`src/rtl/led_fader_if.sv`:
```
// led_fader_if: pattern/drive bundle between the LED register block, the
// fader and the board LED pins.
//
// Valid/ready: this bundle carries no handshake. led_in and enable are level
// signals sampled on every clock edge; led_out and busy are registered levels
// that are always valid.
//
// Signals:
//   led_in  [LED_COUNT] : target pattern, 1 = full on, 0 = off
//   enable              : 1 = fade mode, 0 = bypass
//   led_out [LED_COUNT] : PWM drive to the LED pins
//   busy                : some channel level differs from its target
//
// Modports:
//   master : pattern source (drives led_in/enable, observes led_out/busy)
//   slave  : the fader
interface led_fader_if #(
   parameter int LED_COUNT = 8
);
   logic [LED_COUNT-1:0] led_in;
   logic                 enable;
   logic [LED_COUNT-1:0] led_out;
   logic                 busy;

   modport master (output led_in, output enable, input led_out, input busy);
   modport slave  (input led_in, input enable, output led_out, output busy);
endinterface

```
`src/rtl/led_fader.sv`:
```
// led_fader: per-LED linear brightness fader with PWM output.
//
// Each channel keeps a PWM_BITS-wide brightness level that ramps one count
// per prescaler step toward 0 or MAX, as selected by led_in. A free-running
// PWM counter turns each level into a duty cycle on led_out. With enable low
// the levels load their targets directly every cycle (bypass).
//
// Ports:
//   clk   : system clock
//   reset : synchronous, active-high; clears levels, counters and outputs
//   bus   : led_fader_if slave modport (led_in, enable, led_out, busy)
//
// This block has no FSM; its state is the prescaler, the PWM counter and
// the per-channel levels.
module led_fader #(
   parameter int LED_COUNT   = 8,
   parameter int PWM_BITS    = 8,
   parameter int STEP_PERIOD = 39062
) (
   input  logic        clk,
   input  logic        reset,
   led_fader_if.slave  bus
);

   localparam logic [PWM_BITS-1:0] MAX   = '1;
   localparam int                  PRE_W = (STEP_PERIOD > 1) ? $clog2(STEP_PERIOD) : 1;
   localparam logic [PRE_W-1:0]    PRE_LAST = PRE_W'(STEP_PERIOD - 1);

   logic [PRE_W-1:0]    pre;
   logic [PWM_BITS-1:0] pwm;
   logic [PWM_BITS-1:0] level     [LED_COUNT];
   logic [PWM_BITS-1:0] level_nxt [LED_COUNT];
   logic [PWM_BITS-1:0] tgt       [LED_COUNT];
   logic                step;
   logic                busy_nxt;

   assign step = (pre == PRE_LAST);

   // Next level per channel; busy is computed from the value being written
   // so it drops on the same edge that the last step lands.
   always_comb begin
      busy_nxt = 1'b0;
      for (int i = 0; i < LED_COUNT; i++) begin
         tgt[i]       = bus.led_in[i] ? MAX : '0;
         level_nxt[i] = level[i];
         if (!bus.enable) begin
            level_nxt[i] = tgt[i];
         end else if (step) begin
            if (level[i] < tgt[i]) begin
               level_nxt[i] = level[i] + 1'b1;
            end else if (level[i] > tgt[i]) begin
               level_nxt[i] = level[i] - 1'b1;
            end
         end
         busy_nxt = busy_nxt | (level_nxt[i] != tgt[i]);
      end
   end

   always_ff @(posedge clk) begin
      if (reset) begin
         pre         <= '0;
         pwm         <= '0;
         bus.led_out <= '0;
         bus.busy    <= 1'b0;
         for (int i = 0; i < LED_COUNT; i++) begin
            level[i] <= '0;
         end
      end else begin
         pre      <= step ? '0 : pre + PRE_W'(1);
         pwm      <= pwm + 1'b1;
         bus.busy <= busy_nxt;
         for (int i = 0; i < LED_COUNT; i++) begin
            level[i] <= level_nxt[i];
            // MAX term keeps a full-on LED lit during pwm == MAX as well.
            bus.led_out[i] <= (level[i] == MAX) | (level[i] > pwm);
         end
      end
   end

endmodule

```
`src/flat_wrapper.sv`:
```
// flat-port wrapper written by rule: the top's interface ports become plain ports
module led_fader_flat 
#(
   parameter int LED_COUNT   = 8,
   parameter int PWM_BITS    = 8,
   parameter int STEP_PERIOD = 39062
)
  (clk, reset, bus_led_in, bus_enable, bus_led_out, bus_busy);
  led_fader_if #(.LED_COUNT(LED_COUNT)) bus_i ();
  input  logic clk;
  input  logic reset;
  input wire logic [$bits(bus_i.led_in)-1:0] bus_led_in;
  input wire logic [$bits(bus_i.enable)-1:0] bus_enable;
  output wire logic [$bits(bus_i.led_out)-1:0] bus_led_out;
  output wire logic [$bits(bus_i.busy)-1:0] bus_busy;
  assign bus_i.led_in = bus_led_in;
  assign bus_i.enable = bus_enable;
  assign bus_led_out = bus_i.led_out;
  assign bus_busy = bus_i.busy;
  led_fader #(.LED_COUNT(LED_COUNT), .PWM_BITS(PWM_BITS), .STEP_PERIOD(STEP_PERIOD)) u_core (.clk(clk), .reset(reset), .bus(bus_i));
endmodule
```
`config.mk`:
```
export PLATFORM = sky130hd
export DESIGN_NAME = led_fader_flat
export DESIGN_NICKNAME = d
export VERILOG_FILES = /design/src/rtl/led_fader_if.sv /design/src/rtl/led_fader.sv /design/src/flat_wrapper.sv
export SDC_FILE = /design/constraint.sdc
export NUM_CORES = 1
export LEC_CHECK = 0
export CAP_MARGIN = 20
export CORE_ASPECT_RATIO = 1.5
export CORE_MARGIN = 4
export CORE_UTILIZATION = 58
export DETAILED_ROUTE_END_ITERATION = 10
export GPL_ROUTABILITY_DRIVEN = 0
export PLACE_DENSITY = 0.77
export SYNTH_ARGS = -nofsm -noshare
export SYNTH_HDL_FRONTEND = slang
export SYNTH_SLANG_ARGS = --single-unit
```
`constraint.sdc`:
```
create_clock -name clk -period 3.6 [get_ports clk]
set_input_delay 0.72 -clock clk [delete_from_list [all_inputs] [get_ports clk]]
set_output_delay 0.72 -clock clk [all_outputs]
set_load 0.01 [all_outputs]
```
Fig. 1: nets reached from selected ports
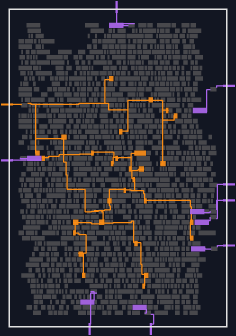
bus_led_out -> purple  # bits 8, direction output, end cells 8, buffers 8, wire 142 µm
reset -> orange  # bits 1, direction input, end cells 30, buffers 3, wire 545 µm

Fig. 2: clock routing
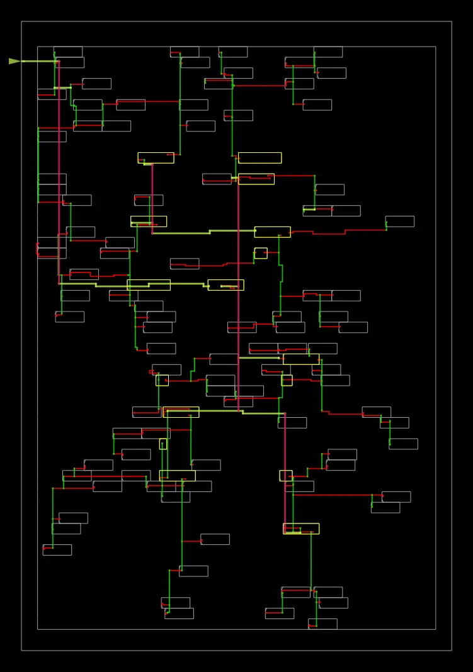
clk_skew: 0.008179 ns
Clk power: 0.00108 W

Fig. 3: where the registers sit
The bar under the picture is 20 µm long. Other sequential cells in the stronger gray, the rest of the logic in the fainter gray.
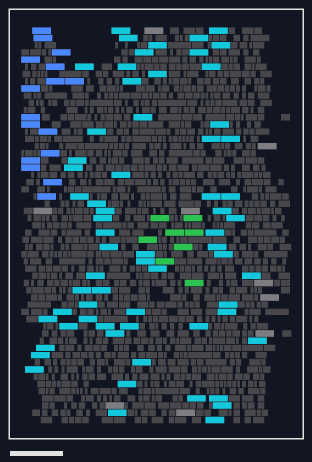
u_core.level -> cyan  # sequential cells 64
u_core.pre -> blue  # sequential cells 16, where upper left
u_core.pwm -> green  # sequential cells 8, where center
not colored = 9

==> results.yml <==
# generated from flow reports
run_status:
  outcome: "finished, final reports clean"
placed_design:
  dp_hpwl_um: 19650
  placed_cell_area_mm2: 0.01065
  numPortBuffers: 19
global_routing:
  gr-total-overflow: 0
  grt_pass1_vias: 9644
  grt_max_degree: 49
  grt_antenna_before_repair: 0
synth:
  synth.avg_cell_area_um2: 7.876
  async_flop_share_pct: 0
  fp_nets: 1315
  top_area_share_pct: 21.31
  yosys_warnings: 0
  synth-main-ff-cell: "dfxtp_1"
  yosysCellCount: 1157
  synth.distinct_cells: 73
  synth_cells: 1157
  numSynthFlops: 97
  ys_seq_share_pct: 21.31
  syn-cell-area_mm2: 0.009112
timing:
  hold_violations: 0
  post-route-min-period_ns: 3.513
  tightest_slew_ns: 0.6248
  drv_slew: 0
  rsz0062_at_grt: "yes"
clock_network:
  clk_latency_ns: 0.36
  cts_tree: "done"
  root_buffer: "clkbuf_16"
  cts.sinks: 97
  holdBufCountCts: 0
  clkTransAtPathRegs_ns: 0.07
  clk_path_buf_depth: 2
  h-tree-depth: 3
  cts_made_buffers: 9
drt:
  drt-vias-per-instance: 6.354
  vias: 9734
  route.detailed.drc: 0
final_layout:
  areaGrowthSynthToFinish_pct: 26.98
  antenna_cells: 0
  layout_top_cells: "176 x buf_4, 143 x ha_1, 110 x nor2_1"
  final_area_mm2: 0.01157
  mi_logic_area_mm2: 0.007326
  n_fill_cell: 1130
  layout-drive-gt1-share_pct: 22.81
  ff_latch_area_mm2: 0.001942
  nNetsFinal: 1486
floorplan:
  fp-utilization_pct: 59.65
  rows: 55
  core_mm2: 0.01528
  die_w_um: 110.3
  ios: 20
setup_path:
  critPathLaunchType: "primary input"
  criticalPathCategory: "in -> reg"
  cp_max_fo: 5
  critPathCaptureType: "flop"
power_and_ir_drop:
  leakage_nw: 4.889
  total_power_w: 0.003428
job:
  maxCapViolCount: 0
  openroad.warnings: 36
hold_path:
  hold_class: "reg -> reg"
Fig. 4: routed metal, one color a layer
The bar under the picture is 20 µm long.
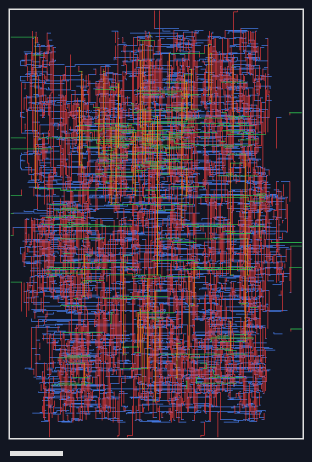
met3 -> green  # wire length 1680 µm
met4 -> orange  # wire length 1110 µm
met2 -> red  # wire length 14100 µm
met1 -> blue  # wire length 10700 µm
GRT Total Usage: 30.60%
drt total wl: 27590 µm
wire length per cell: 18.01 µm

Fig. 5: drive-strength map
The bar under the picture is 20 µm long.
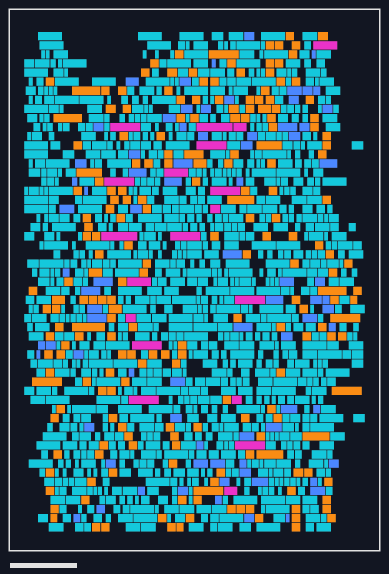
drive 2 -> blue  # cells 79
drive 6 and up -> magenta  # cells 19
drive 3 to 4 -> orange  # cells 206
drive 1 or less -> cyan  # cells 1029

-- registers in the layout, indices dropped and copies added, names as in the netlist --
register	count
u_core.bus.busy	1
u_core.bus.led_out	8
u_core.level	64
u_core.pre	16
u_core.pwm	8
-- metal layers --
| layer | wire [µm] | track usage, % | vias up | share of wire [%] |
|---|---|---|---|---|
| li1 | - | - | 4657 | - |
| met1 | 10720 | 35.34 | 4590 | 39 |
| met2 | 14080 | 54.78 | 386 | 51 |
| met3 | 1680 | 3.918 | 101 | 6.1 |
| met4 | 1107 | 14.01 | 0 | 4.0 |
| met5 | 0 | 0 | - | 0 |
-- synthesized netlist by cell type, drive strengths merged (28+ instances only) --
library cell,number
a21oi,96
clkbuf,28
dfxtp,97
ha,147
inv,36
nand2,65
nand3,54
nand4,63
nor2,115
nor3,41
o21ai,55
xnor2,41
-- critical path, stage by stage --
cell and delay, ns:
clkdlybuf4s50_1 0.49, inv_2 0.06, buf_4 0.15, ha_1 0.33, a21oi_1 0.15, o21a_1 0.15, buf_4 0.11, a31oi_2 0.09
or3_1 0.37, a31o_2 0.27, nor3_2 0.17, nand4_1 0.18, a32oi_2 0.22, o311a_1 0.21, a41oi_2 0.08
-- path summary, 6_finish.rpt --
| path | end | from | slack (ns) | cells after the start |
|---|---|---|---|---|
| worst min register to register | u_core.pre[15]$_SDFF_PP0_ | u_core.pre[15]$_SDFF_PP0_ | 0.51 | 2 |
| worst max register to register | u_core.bus.busy$_SDFF_PP0_ | u_core.pre[1]$_SDFF_PP0_ | 0.17 | 14 |
| worst max-delay path | u_core.bus.busy$_SDFF_PP0_ | bus_led_in[0] | 0.09 | 15 |
| worst min-delay path | u_core.pre[15]$_SDFF_PP0_ | u_core.pre[15]$_SDFF_PP0_ | 0.51 | 2 |
-- through the flow --
step           instances  setup TNS [ns]  worst slack (ns)  util (%)  hold slack [ns]
2_1_floorplan       1157               0           0.09005         -           0.4448
3_3_place_gp        1499         -0.5410           -0.5410     69.73           0.4958
3_5_place_dp        1499         -0.6734           -0.6357     69.73           0.5008
4_1_cts             1523               0         0.0005485     73.66           0.5219
5_1_grt             1532        -0.06407          -0.06407     75.74           0.5720
6_report            1532               0           0.08666     75.74           0.5139
-- area by class of cell --
class	count	share of cell area, %
inverter	36	1.233
clock inverter	7	0.8542
multi-input combinational	984	63.31
clock buffer	9	1.946
tap	199	2.152
timing repair buffer	200	13.72
sequential	97	16.78
-- kinds of logic (layout without fill, tap and decap cells) --
logic type | Yosys count | count (layout) | share of synthesized area [%]
and+or+nand+nor | 494 | 494 | 29.08
xor gates and xnor gates | 63 | 63 | 6.055
muxes | 28 | 28 | 3.103
AOI/OAI and AO/OA | 252 | 252 | 17.00
buffers and inverters | 76 | 252 | 3.268
DFF | 97 | 97 | 21.31
adders and majority gates | 147 | 147 | 20.18
-- what timing repair did --
| action | 4_1_cts | 5_1_grt |
|---|---|---|
| setup endpoints to repair | 1 | 2 |
| pin swaps | 25 | 31 |
| buffers inserted | 9 | 9 |
| gates resized | 59 | 53 |
-- report_power, final --
group          internal, W  leakage, nW  switching, W  total (W)
registers          0.00114        0.802      0.000103    0.00125
clock network     0.000616        0.157      0.000466    0.00108
logic             0.000531         3.93      0.000568    0.00110
Power is estimated from default activity; no workload was simulated.
